### The metal 2 layer, run 1

(4 px per um)
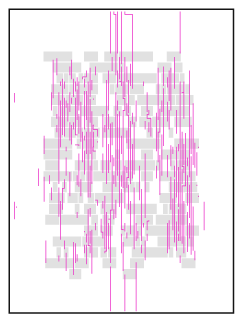
### Clock wiring as the flow saved it, run 1

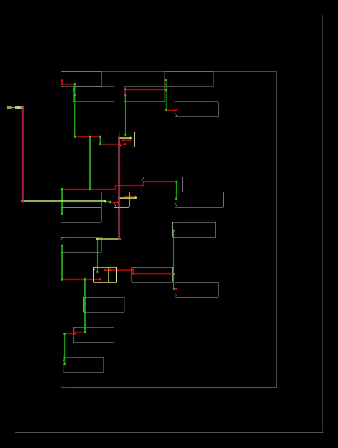
### Wiring by layer, run 1

(8 px per um) Two of the layers only.
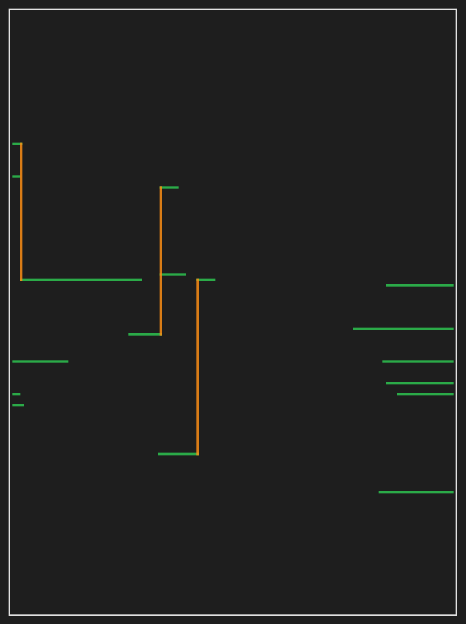
==> src/rtl/contador_insumos_param.sv <==
`default_nettype none
// ============================================================================
// Module   : contador_insumos_param
// Brief    : Corking-station consumable counter. Tracks dispenser (contagem)
//            and reserve stock (estoque), runs a burst auto-refill FSM and a
//            req/ack supplier handshake. Optional macro: CONTADOR_CONSUMO_EN
//            adds the saturating total_consumido output.
// Revision : 1.0 - initial release
// ============================================================================
module contador_insumos_param #(
    parameter int CNT_W        = 5,
    parameter int EST_W        = 5,
    parameter int MAX_CNT      = 31,
    parameter int CONT_INICIAL = 6,
    parameter int CONT_MINIMA  = 5,
    parameter int RECARGA_LOTE = 15,
    parameter int EST_INICIAL  = 1,
    parameter int LOTE_FORNEC  = 10
) (
    input  logic             clk,
    input  logic             reset,
    input  logic             start_proc,
    input  logic             dec,
    input  logic             add_manual,
    input  logic             forn_ack,
    output logic [CNT_W-1:0] contagem,
    output logic [EST_W-1:0] estoque,
    output logic             forn_req,
    output logic             disp_acionado,
    output logic             rolha_disponivel,
    output logic             LED_Alarme
`ifdef CONTADOR_CONSUMO_EN
    ,
    output logic [15:0]      total_consumido
`endif
);

    localparam int             c_LOTE_W   = $clog2(RECARGA_LOTE + 1);
    localparam logic [CNT_W-1:0] c_MAX    = CNT_W'(MAX_CNT);
    localparam logic [CNT_W-1:0] c_MIN    = CNT_W'(CONT_MINIMA);
    localparam logic [CNT_W-1:0] c_CNT_INI = CNT_W'(CONT_INICIAL);
    localparam logic [EST_W-1:0] c_EST_INI = EST_W'(EST_INICIAL);
    localparam logic [EST_W-1:0] c_EST_MAX = {EST_W{1'b1}};
    localparam logic [c_LOTE_W-1:0] c_LOTE = c_LOTE_W'(RECARGA_LOTE);
    localparam logic [EST_W:0]   c_FORNEC = (EST_W+1)'(LOTE_FORNEC);

    typedef enum logic [0:0] {
        OCIOSO  = 1'b0,
        RECARGA = 1'b1
    } state_t;

    state_t              r_state;
    state_t              w_state_next;
    logic [CNT_W-1:0]    r_cnt;
    logic [CNT_W-1:0]    w_cnt_next;
    logic [EST_W-1:0]    r_est;
    logic [EST_W-1:0]    w_est_next;
    logic [c_LOTE_W-1:0] r_lote;
    logic [c_LOTE_W-1:0] w_lote_next;
    logic                r_req;
    logic                w_req_next;

    logic                w_dec_ok;
    logic                w_room;
    logic                w_est_ok;
    logic                w_xfer;
    logic                w_manual;
    logic                w_take;
    logic                w_ack;
    logic [CNT_W:0]      w_cnt_wide;
    logic [EST_W:0]      w_est_wide;

    always_comb begin
        w_dec_ok   = dec && (r_cnt != '0);
        w_room     = (r_cnt < c_MAX);
        w_est_ok   = (r_est != '0);
        w_xfer     = (r_state == RECARGA) && w_room && w_est_ok;
        w_manual   = (r_state == OCIOSO) && !w_dec_ok && add_manual && w_room && w_est_ok;
        w_take     = w_xfer || w_manual;
        w_ack      = r_req && forn_ack;

        // One bit of headroom so the +1/-1 and supplier batch never wrap before clamping.
        w_cnt_wide = {1'b0, r_cnt} + (CNT_W+1)'(w_take) - (CNT_W+1)'(w_dec_ok);
        w_est_wide = {1'b0, r_est} - (EST_W+1)'(w_take) + (w_ack ? c_FORNEC : '0);

        w_cnt_next = (w_cnt_wide > {1'b0, c_MAX})     ? c_MAX     : w_cnt_wide[CNT_W-1:0];
        w_est_next = (w_est_wide > {1'b0, c_EST_MAX}) ? c_EST_MAX : w_est_wide[EST_W-1:0];

        w_lote_next  = '0;
        w_state_next = r_state;
        case (r_state)
            OCIOSO: begin
                if ((r_cnt <= c_MIN) && w_est_ok) begin
                    w_state_next = RECARGA;
                end
            end
            RECARGA: begin
                w_lote_next = w_xfer ? (r_lote + 1'b1) : r_lote;
                if (!w_xfer || (w_lote_next == c_LOTE) ||
                    (w_cnt_next == c_MAX) || (w_est_next == '0)) begin
                    w_state_next = OCIOSO;
                end
            end
            default: w_state_next = OCIOSO;
        endcase

        w_req_next = r_req;
        if (w_ack) begin
            w_req_next = 1'b0;
        end else if (!r_req && !w_est_ok) begin
            w_req_next = 1'b1;
        end
    end

    always_ff @(posedge clk) begin
        if (reset || start_proc) begin
            r_state <= OCIOSO;
            r_cnt   <= c_CNT_INI;
            r_est   <= c_EST_INI;
            r_lote  <= '0;
            r_req   <= 1'b0;
        end else begin
            r_state <= w_state_next;
            r_cnt   <= w_cnt_next;
            r_est   <= w_est_next;
            r_lote  <= w_lote_next;
            r_req   <= w_req_next;
        end
    end

    assign contagem         = r_cnt;
    assign estoque          = r_est;
    assign forn_req         = r_req;
    assign disp_acionado    = (r_state == RECARGA);
    assign rolha_disponivel = (r_cnt != '0);
    assign LED_Alarme       = (r_cnt == '0) && (r_est == '0);

`ifdef CONTADOR_CONSUMO_EN
    logic [15:0] r_total;

    // Lifetime statistic: survives start_proc, only a hard reset clears it.
    always_ff @(posedge clk) begin
        if (reset) begin
            r_total <= '0;
        end else if (!start_proc && w_dec_ok && (r_total != 16'hFFFF)) begin
            r_total <= r_total + 16'd1;
        end
    end

    assign total_consumido = r_total;
`endif

endmodule
`default_nettype wire

==> config.mk <==
export PLATFORM = sky130hd
export DESIGN_NAME = contador_insumos_param
export DESIGN_NICKNAME = d
export VERILOG_FILES = /design/src/rtl/contador_insumos_param.sv
export SDC_FILE = /design/constraint.sdc
export NUM_CORES = 1
export LEC_CHECK = 0
export CAP_MARGIN = 20
export CORE_ASPECT_RATIO = 1.5
export CORE_MARGIN = 8
export CORE_UTILIZATION = 50
export DETAILED_ROUTE_END_ITERATION = 8
export PLACE_DENSITY_LB_ADDON = 0.05
export SLEW_MARGIN = 10
export SYNTH_ARGS = -nofsm -noshare
export SYNTH_HDL_FRONTEND = slang
export SYNTH_SLANG_ARGS = --single-unit
==> constraint.sdc <==
create_clock -name clk -period 3 [get_ports clk]
set_input_delay 0.45 -clock clk [delete_from_list [all_inputs] [get_ports clk]]
set_output_delay 0.45 -clock clk [all_outputs]
set_load 0.03 [all_outputs]
==> writeup.txt, run 1 <==
The critical path runs through a total of 14 cells. Startpoint of the worst register-to-register path: contagem[3]. By instance count, the cell type seen most on the critical path is ha_1. The commonest cells after synthesis are inv_1, ha_1, dfxtp_1, nor2_1, a21oi_1. The run gives 0.269 for the met2 capacity usage during global routing.

The relative slew slack came out at 0.756. The worst setup path is of the flip-flop to flip-flop kind. The fraction of post-synthesis cell area in the top cell type by area was 0.271. Main flop type: dfxtp_1. The largest net degree at the start of global routing came out at 10.

The final timing report lists a hold violation count of 0. Endpoint of the worst register-to-register path: disp_acionado. The flow ran to the end, and the final reports show no timing, DRC or antenna violations.

With the fraction of registers with async set/reset at 0, the cell total after placement is 181. The total global routing track utilization was 0.128; the number of max-capacitance violations reported was 0. According to the finish report, the design has a final net count of 191. For the finished layout, the period the worst path requires is 2840 ps. The fraction of synthesized cell area in xor and xnor cells is 0.0667. Per the layout area report, the register area comes to 332 um2.

In the detailed route, the total length drawn on met3 is 94 um. With the post-placement worst setup slack at 12.3 ps, the tool warning count is 32. The logs give 0 ps for the final-layout setup total negative slack and 692 uW for the net load switching power. The flow reported a cell area power density of 975 nW/um2. Summing over every cut layer, the via total after detailed routing is 1012. Total power for the finished layout comes to 1.47 mW. The mapped netlist covers 1180 um2.

According to the hold report, the worst path is of the flip-flop to flip-flop type. The routed design uses 1.53 mm of met2 wire. RePlAce ended its routability-driven mode at a weighted congestion of 0.820. The finished layout holds 185 standard cells, fillers aside. Per STA, the worst path is made up of inv_4 > ha_1 > nand3b_1 > nand2_1 > a21oi_2 > or2_1 > ha_1 > inv_2 > ha_4 > a211oi_4 > o31ai_2 > a311oi_4 > nand2_2 > o41ai_1. Pin placement for this block handled 20 I/O pins. The tools report the root buffer selected by CTS as clkbuf_4.

In the hold timing report, the worst path depth is 2. The die span in y was 75.6 um. The sequential group share of total power is 0.222, and the number of antenna violations at the first check in global routing is 0. The wire length of the first global-routing pass is 4.46 mm, and the core utilization of the finished layout is 0.677. The met1 track demand over resource came out at 0.117.

Looking at the global route congestion table, the highest-usage layer is met2. The antenna violation net count after detailed routing came out at 0. The fraction of area in multi-input gates is 0.545.

The endpoint of the worst hold path is reported as r_lote[3]. STA shows the worst reg2reg path with a cell count of 14.
## Picture notes: 'The metal 2 layer'
The layer holds 57% of the routed length. The longest straight run is 39.8 um.

## Picture notes: 'Clock wiring as the flow saved it'
FF+latch count: 16
Fin Clk Skew: 13.3 ps
TritonCTS Sinks: 16

## Picture notes: 'Wiring by layer'
Key: green = met3 [wire length 94.0 um]; orange = met4 [wire length 57.1 um]

run 1: cell usage in the layout (no fill, tap or decap), types with 2 or more instances in the layout:
cell / synthesis / routed
dfxtp_2: 0 / 3
nor2_1: 14 / 14
a21oi_2: 0 / 3
dfxtp_1: 16 / 11
xnor2_1: 4 / 4
inv_1: 22 / 19
ha_4: 0 / 2
a21oi_1: 12 / 9
nand2_1: 7 / 7
inv_2: 1 / 3
dfxtp_4: 0 / 2
ha_1: 20 / 18
buf_4: 0 / 3
xor2_1: 5 / 5
nand3_1: 8 / 8
clkdlybuf4s50_1: 0 / 19
a21o_1: 2 / 2
clkbuf_4: 0 / 3
or2_1: 3 / 3
run 1: flip-flops by register name (all words and copies together), names as in the netlist:
register,cells
disp_acionado,1
r_lote,4
forn_req,1
contagem,5
estoque,5
### Close-up of the layout, run 1

Window x 32 to 52, y 47 to 67 um. Cells in grey, sequential cells in the stronger grey; small squares are vias.
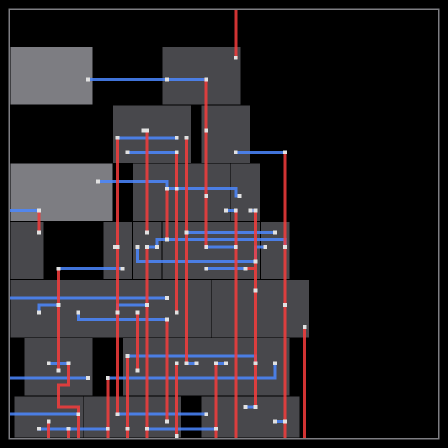

--- run 2 (diff from run 1) ---
DONT_BUFFER_PORTS = 1   (was not set)
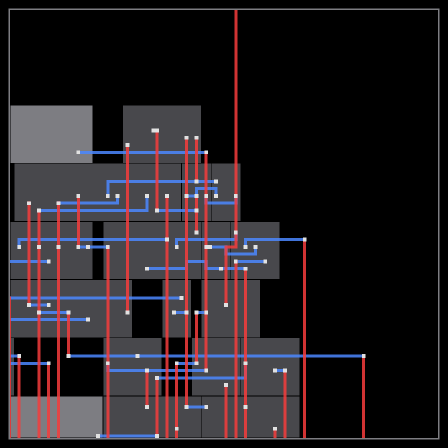
*Close-up of the layout, run 2*
Window x 32 to 52, y 47 to 67 um. Cells in grey, sequential cells in the stronger grey; small squares are vias.
Key: blue = met1; red = met2
Most frequent: ha_1 (3), buf_4 (3), inv_1 (2). Sequential cells in the window: 0. 16 logic cells have their middle in the window.

==> run 2 against run 1 <==
- power rose by 3.9%
- hold slack got worse by 200 ps
- sequential share of layout area rose by 0.15 points
- utilization fell by 0.45 points
- cell count rose by 0.54%
==> writeup.txt, run 2 <==
The flow ran to the end, and the final reports show no timing, DRC or antenna violations. For this design the ratio of total power to cell area is 1020 nW/um2. The final critical path time including I/O delays and setup was 2860 ps.

The design draws 1.53 mW. Logic depth along the worst register-to-register path is recorded as 15. Yosys reports that the most numerous cell types are inv_1, ha_1, dfxtp_1, nor2_1, a21oi_1. For the number of antenna violations at the first check in global routing, the log shows 0. Met1 track demand over resource: 0.123.

The net count of the finished layout is 192. The layer flagged by global routing as most heavily used is met2. Summing over the stages, the warning tally comes to 33.

The run gives 1.62 mm as the met2 wire length. Root buffer selected by CTS: clkbuf_4. Walking the worst path, the cells encountered are inv_4 > ha_4 > nand3b_1 > nand2_2 > a21oi_2 > or2_1 > ha_1 > inv_2 > ha_4 > fa_2 > a21oi_2 > o21ai_2 > xnor2_1 > nor4_1 > o41ai_1. In the final report, the number of hold violations comes to 0. Per the post-route antenna check, the number of violating nets is 0.

Fraction of registers with async set/reset: 0. The fraction of post-synthesis cell area in the top cell type by area is 0.271. The first global-routing pass estimated 4.66 mm of wire.

Detailed routing placed a total of 102 um of wire on met3. The final-layout setup total negative slack was 0 ps. The run gives 1.99 ps as the clock skew after layout.

The number of cells on the worst hold path is listed as 2. The fraction of synthesized cell area in xor and xnor cells works out to 0.0667. In the layout the commonest cells are buf_4, inv_1, ha_1, nor2_1, dfxtp_1.

The met2 capacity usage during global routing was 0.283; the number of max-capacitance violations reported was 0. The net load switching power was 709 uW. Before any placement, the netlist area is recorded as 1180 um2.

For the last weighted congestion value of the routability-driven placer, the log shows 0.866. The tools report the largest net degree at the start of global routing as 10. The final route contains 1011 vias. The worst hold path class was primary input to flip-flop.

The total global routing track utilization is 0.135, and the I/O pin total is 20. The type of the worst setup path was flip-flop to flip-flop. Looking at the reg2reg group, the worst path starts from contagem[2].

The main flop type was dfxtp_1. The total number of cells along the worst setup path is 15, and the cell total after placement is 175. The run gives 0.627 for the relative slew slack.
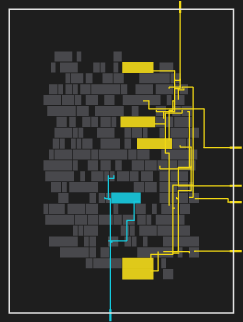
*I/O nets highlighted, run 2*
(4 px per um)
Key: cyan = `disp_acionado` [bits 1, direction output, end cells 1, buffers 1, wire 56.5 um]; yellow = `contagem` [bits 5, direction output, end cells 5, buffers 5, wire 304 um]

## run 2: cell count changes in the layout (fill, tap and decap cells not counted), sizes merged
cell           before  now
clkbuf              3    4
clkdlybuf4s50      19    0
buf                 3   23
clkinv              1    0
## run 2: final cells by class
| cell class | instances | area, um2 |
|---|---|---|
| multi-input cells | 97 | 841 |
| fillers | 190 | 732 |
| flip-flops and latches | 16 | 332 |
| repair buffers | 23 | 173 |
| inverters | 23 | 91.3 |
| clock buffers | 4 | 36.3 |
| well taps | 23 | 28.8 |
## run 2: metrics by stage
| stage | util | setup WS [ps] |
|---|---|---|
| final | 0.672 | 138 |
| after detailed placement | 0.619 | 211 |
| after CTS | 0.635 | 172 |
| after global routing | 0.672 | -36.8 |
| after global placement | 0.619 | 242 |
| after floorplan | - | 4.68 |
Power figures rest on the tool's default switching activity, not on a simulated workload.
